<file path="src/rtl/irq_pkg.sv">
// Shared constants for the interrupt controller: register indices, CTRL bit
// positions and the VECTOR valid-bit position.
package irq_pkg;

    localparam logic [2:0] ADDR_PENDING   = 3'd0;
    localparam logic [2:0] ADDR_ENABLE    = 3'd1;
    localparam logic [2:0] ADDR_MODE      = 3'd2;
    localparam logic [2:0] ADDR_CTRL      = 3'd3;
    localparam logic [2:0] ADDR_VECTOR    = 3'd4;
    localparam logic [2:0] ADDR_INSERVICE = 3'd5;
    localparam logic [2:0] ADDR_EOI       = 3'd6;
    localparam logic [2:0] ADDR_RAW       = 3'd7;

    localparam int CTRL_GEN  = 0;
    localparam int CTRL_RR   = 1;
    localparam int VEC_VALID = 7;

    function automatic logic [7:0] onehot8(input logic [2:0] id);
        return 8'd1 << id;
    endfunction

endpackage

</file>
<file path="src/rtl/irq_prio_sel.sv">
// Rotating priority encoder: first set bit of cand at or after start,
// wrapping 7->0. id is 0 when nothing is set.
module irq_prio_sel (
    input  logic [7:0] cand,
    input  logic [2:0] start,
    output logic       valid,
    output logic [2:0] id
);

    logic [2:0] idx;

    always_comb begin
        valid = 1'b0;
        id    = 3'd0;
        idx   = 3'd0;
        for (int i = 0; i < 8; i++) begin
            idx = start + 3'(i);
            if (!valid && cand[idx]) begin
                valid = 1'b1;
                id    = idx;
            end
        end
    end

endmodule

</file>
<file path="src/rtl/irq_controller.sv">
// 8-source interrupt controller with edge/level sources, nested fixed priority
// or round-robin arbitration, VECTOR-read acknowledge and EOI.
module irq_controller
    import irq_pkg::*;
#(
    parameter logic [7:0] ENABLE_DEFAULT = 8'h00,
    parameter bit         RR_DEFAULT     = 1'b0
) (
    input  logic       i_clk,
    input  logic       i_reset,
    input  logic       i_phi2,
    input  logic       i_en,
    input  logic [2:0] i_addr,
    input  logic       i_rw,
    input  logic [7:0] i_data,
    output logic [7:0] o_data,
    input  logic [7:0] i_src,
    output logic       o_irq
);

    logic       phi2_q;
    logic [7:0] src_q;
    logic [7:0] pending;
    logic [7:0] enable;
    logic [7:0] mode;
    logic [7:0] inservice;
    logic [1:0] ctrl;
    logic [2:0] rot_ptr;

    logic       strobe, wr, rd, ack;
    logic [7:0] cand, vector, w1c, mode_chg, rise, edge_clr, pending_nxt, below;
    logic [2:0] sel_start, win_id;
    logic       win_vld, irq_nxt;

    // One strobe per CPU cycle: rising phi2 as seen in the i_clk domain.
    assign strobe = i_en && i_phi2 && !phi2_q;
    assign wr     = strobe && !i_rw;
    assign rd     = strobe && i_rw;

    assign cand      = ctrl[CTRL_GEN] ? (pending & enable & ~inservice) : 8'h00;
    assign sel_start = ctrl[CTRL_RR] ? rot_ptr : 3'd0;

    irq_prio_sel u_sel (
        .cand  (cand),
        .start (sel_start),
        .valid (win_vld),
        .id    (win_id)
    );

    assign vector = {win_vld, 4'b0000, win_id};
    assign ack    = rd && (i_addr == ADDR_VECTOR) && win_vld;

    assign w1c      = (wr && i_addr == ADDR_PENDING) ? i_data : 8'h00;
    assign mode_chg = (wr && i_addr == ADDR_MODE) ? (i_data ^ mode) : 8'h00;
    assign rise     = i_src & ~src_q;
    assign edge_clr = w1c | (ack ? onehot8(win_id) : 8'h00);

    // Edge bits: set beats clear. Level bits track i_src. A MODE change wipes the bit.
    assign pending_nxt = ((mode & ((pending & ~edge_clr) | rise)) | (~mode & i_src)) & ~mode_chg;

    // Fixed mode nests: only a winner above every in-service level may interrupt.
    assign below   = onehot8(win_id) - 8'd1;
    assign irq_nxt = ctrl[CTRL_RR] ? (win_vld && inservice == 8'h00)
                                   : (win_vld && (inservice & below) == 8'h00);

    always_ff @(posedge i_clk) begin
        if (i_reset) begin
            phi2_q    <= 1'b0;
            src_q     <= 8'h00;
            pending   <= 8'h00;
            enable    <= ENABLE_DEFAULT;
            mode      <= 8'h00;
            inservice <= 8'h00;
            ctrl      <= {RR_DEFAULT, 1'b0};
            rot_ptr   <= 3'd0;
            o_irq     <= 1'b0;
        end else begin
            phi2_q  <= i_phi2;
            src_q   <= i_src;
            pending <= pending_nxt;
            o_irq   <= irq_nxt;
            if (wr) begin
                case (i_addr)
                    ADDR_ENABLE: enable    <= i_data;
                    ADDR_MODE:   mode      <= i_data;
                    ADDR_CTRL:   ctrl      <= i_data[1:0];
                    ADDR_EOI:    inservice <= inservice & ~onehot8(i_data[2:0]);
                    default: ;
                endcase
            end
            if (ack) begin
                inservice <= inservice | onehot8(win_id);
                rot_ptr   <= win_id + 3'd1;
            end
        end
    end

    always_comb begin
        o_data = 8'h00;
        case (i_addr)
            ADDR_PENDING:   o_data = pending;
            ADDR_ENABLE:    o_data = enable;
            ADDR_MODE:      o_data = mode;
            ADDR_CTRL:      o_data = {6'b000000, ctrl};
            ADDR_VECTOR:    o_data = vector;
            ADDR_INSERVICE: o_data = inservice;
            ADDR_RAW:       o_data = i_src;
            default:        o_data = 8'h00;
        endcase
    end

endmodule

</file>
<file path="config.mk">
export PLATFORM = sky130hd
export DESIGN_NAME = irq_controller
export DESIGN_NICKNAME = d
export VERILOG_FILES = /design/src/rtl/irq_pkg.sv /design/src/rtl/irq_prio_sel.sv /design/src/rtl/irq_controller.sv
export SDC_FILE = /design/constraint.sdc
export NUM_CORES = 1
export LEC_CHECK = 0
export CAP_MARGIN = 0
export CORE_UTILIZATION = 25
export DETAILED_ROUTE_END_ITERATION = 16
export PLACE_DENSITY_LB_ADDON = 0.2
export SETUP_SLACK_MARGIN = 0.02
export SLEW_MARGIN = 20
export SYNTH_ARGS = -nofsm -noshare
export SYNTH_HDL_FRONTEND = slang
export SYNTH_SLANG_ARGS = --single-unit
</file>
<file path="constraint.sdc">
create_clock -name i_clk -period 6.8 [get_ports i_clk]
set_clock_uncertainty 0.1 [all_clocks]
set_input_delay 1.36 -clock i_clk [delete_from_list [all_inputs] [get_ports i_clk]]
set_output_delay 1.36 -clock i_clk [all_outputs]
set_load 0.02 [all_outputs]
</file>
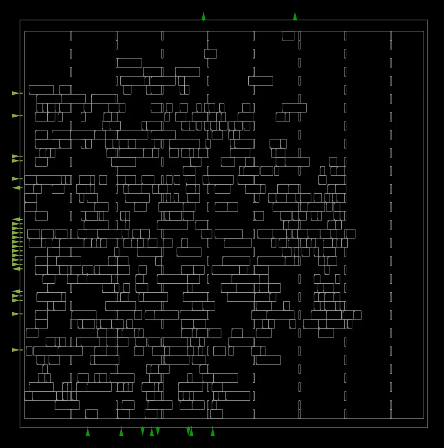
*Cell placement*
Util after Layout: 30.0%
fin cells: 635
core area: 14100 um2

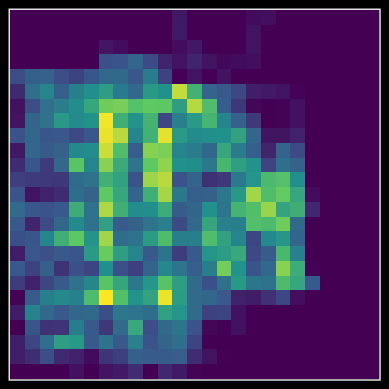
*Wiring heat map*
Drawn at 3 px/um. The die is cut into 25 by 25 equal tiles; dark purple is low, yellow is high, scaled to the fullest tile. Values are wire area over tile area, all layers added.
- fullest tile: 0.51
- mean over tiles: 0.12
- emptiest ninth of the die: north-east
- densest ninth of the die: centre
- tiles over half the peak: 18%
via count: 3522
GR Util All Layers: 16.5%
Routed WL: 12.0 mm

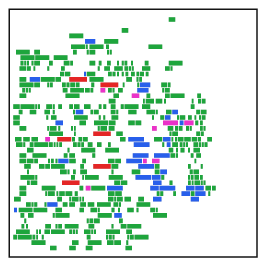
*Cells by drive strength*
Drawn at 2 px/um.
- drive 6 and up: red (cells 6; share 1.3%)
- drive 2: blue (cells 35; share 7.7%)
- drive 3 to 4: magenta (cells 9; share 2.0%)
- drive 1 or less: green (cells 405; share 89%)

==> results.ini <==
[run_status]
status = completed

[clock_network]
htreeDepth = 2
cts_buffers = 5
post_cts_resized = 0
cts_hold_buf = 0
root_buffer = clkbuf_16
cts_tree = done
clock_path_buffers = 2
post_cts_buffers = 0
path_clk_slew_ns = 0.07

[logic_synthesis]
top_logic_kind = simple AND/OR/NAND/NOR gates
yosys.area.top_type = dfxtp_1
top_cell = nand2_1
ys.flops = 47
synth.cell_area_um2 = 3670
postSynthAreaPerCell_um2 = 8.29
top_area_share_pct = 25.7
async_flop_share_pct = 0
synthMuxAreaShare_pct = 11.6
syn-num-nets = 475
ys_warn_count = 0
syn_inst = 442
edf_count = 0
ys_sh_simple_pct = 28.3
synth_seq_share_pct = 25.7
xor_area_share_pct = 2.87
ys_area_um2 = 3670
compound_area_share_pct = 23.5

[finish]
regArea_um2 = 941
buffers_excl_clock = 35
multi_input_comb_cells = 355
antennaDiodeCount = 0
nets = 489
nClkBuffers = 5
seq_area_share_pct = 22.2
lay_top_count = nand2_1
nFillCells = 1520
area_share_nonclk_buffers_pct = 7.99
logic_area_um2 = 2540
area_growth_pct = 15.4
sh_comb_area_pct = 60.2
flop-count = 47

[power_and_ir_drop]
power-top-group = registers
p_int_mw = 0.442
p_per_area_nw_per_um2 = 140
max-vdd-ir-drop_uv = 109
p_total_mw = 0.592
pg_comb_mw = 0.0638
p_switching_mw = 0.150
pwr-share-clk_pct = 40.8
p_leak_nw = 1.51
p_clk_mw = 0.241

[worst_setup_path]
cp_common_cell = nor3_1
critPathCaptureType = primary output
r2r_end = o_irq$_SDFF_PP0_
cp.required_ns = 5.34
slowest_delay_ns = 0.57
crit_end = o_data[1]
reg2reg_from = ctrl[1]$_SDFFE_PP0P_
crit_slowest_cell = mux4_2
timing.critical_path.depth = 13
cp_max_fo = 10
path_cells = buf_4 -> nand2_4 -> ha_1 -> a21bo_2 -> o22ai_2 -> nor3_1 -> mux4_2 -> nand2_2 -> nor3_1 -> o41ai_1 -> o22a_1 -> o21ai_1 -> clkdlybuf4s50_1
path_delay_family = AND-OR/OR-AND gates
ff2ff_setup_slack_ns = 1.22
setup.worst_path.start_class = flop

[worst_hold_path]
hold_path_depth = 3

[drt]
vias_per_cell = 5.55
drtPass1Iterations = 5
ant_nets = 0
wl_met1_mm = 5.75
highest_layer = met4
wl_per_cell_um = 18.9

[sta]
worst_pin_slew_ns = 0.966
setup_viol = 0
rsz0062_at_grt = false
min_period_ns = 5.91
period_used_pct = 87.0
holdWs_ns = 0.424
max_freq_ghz = 0.169
slew_headroom_pct = 35.6

[global_routing]
grt_pass1_wl_mm = 19.0
grt.met1_usage_pct = 22.8
grt.met3_usage_pct = 1.71
grt_max_degree = 48
grt_pass1_vias = 3362
overflow = 0

[placement]
hpwl_mm = 8.97
place.detailed.instances = 629
post-place-ws_ns = 1.22
gp_congestion = 0.868

[die]
die_h_um = 123
die_w_um = 123
rows = 43
core_util_floorplan_pct = 26.0
die-area_um2 = 15200

[run]
max_cap_viol_count = 0

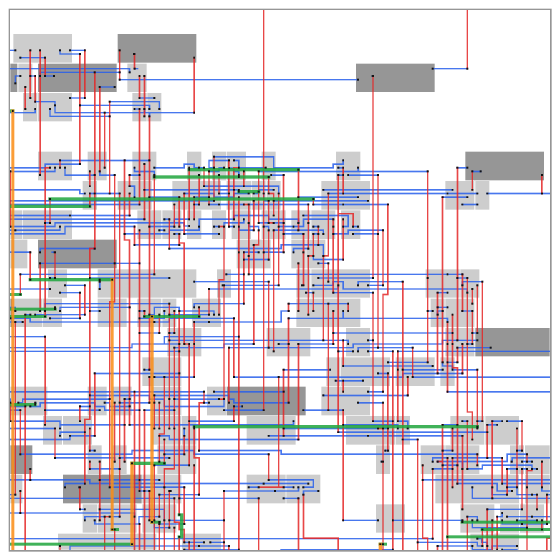
*Layout detail*
Window x 37 to 87, y 61 to 111 um. Cells in grey, sequential cells in the stronger grey; small squares are vias.
- met3: green
- met2: red
- met1: blue
- met4: orange
- most frequent: nand2_1 (16), dfxtp_1 (8)
- sequential cells in the window: 8
- cells with their middle in the window: 110
- netlist names of flops here include: `rot_ptr` (2)

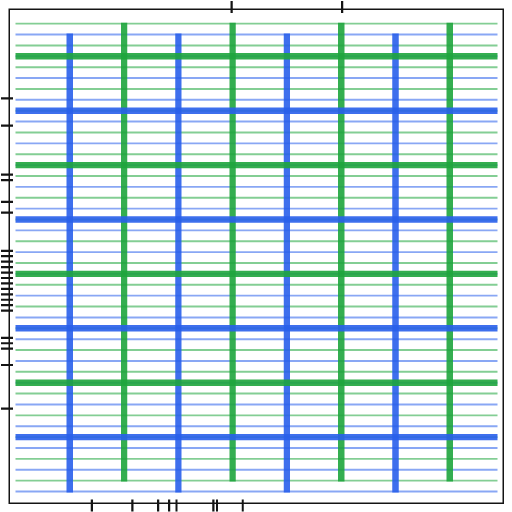
*Power grid*
Drawn at 4 px/um. Pins as bars on the die edge.
- VSS: blue
- VDD: green
- signal pins: 33
- rows: 43
- met1 rails: 44

Power and IR drop assume default switching activity.
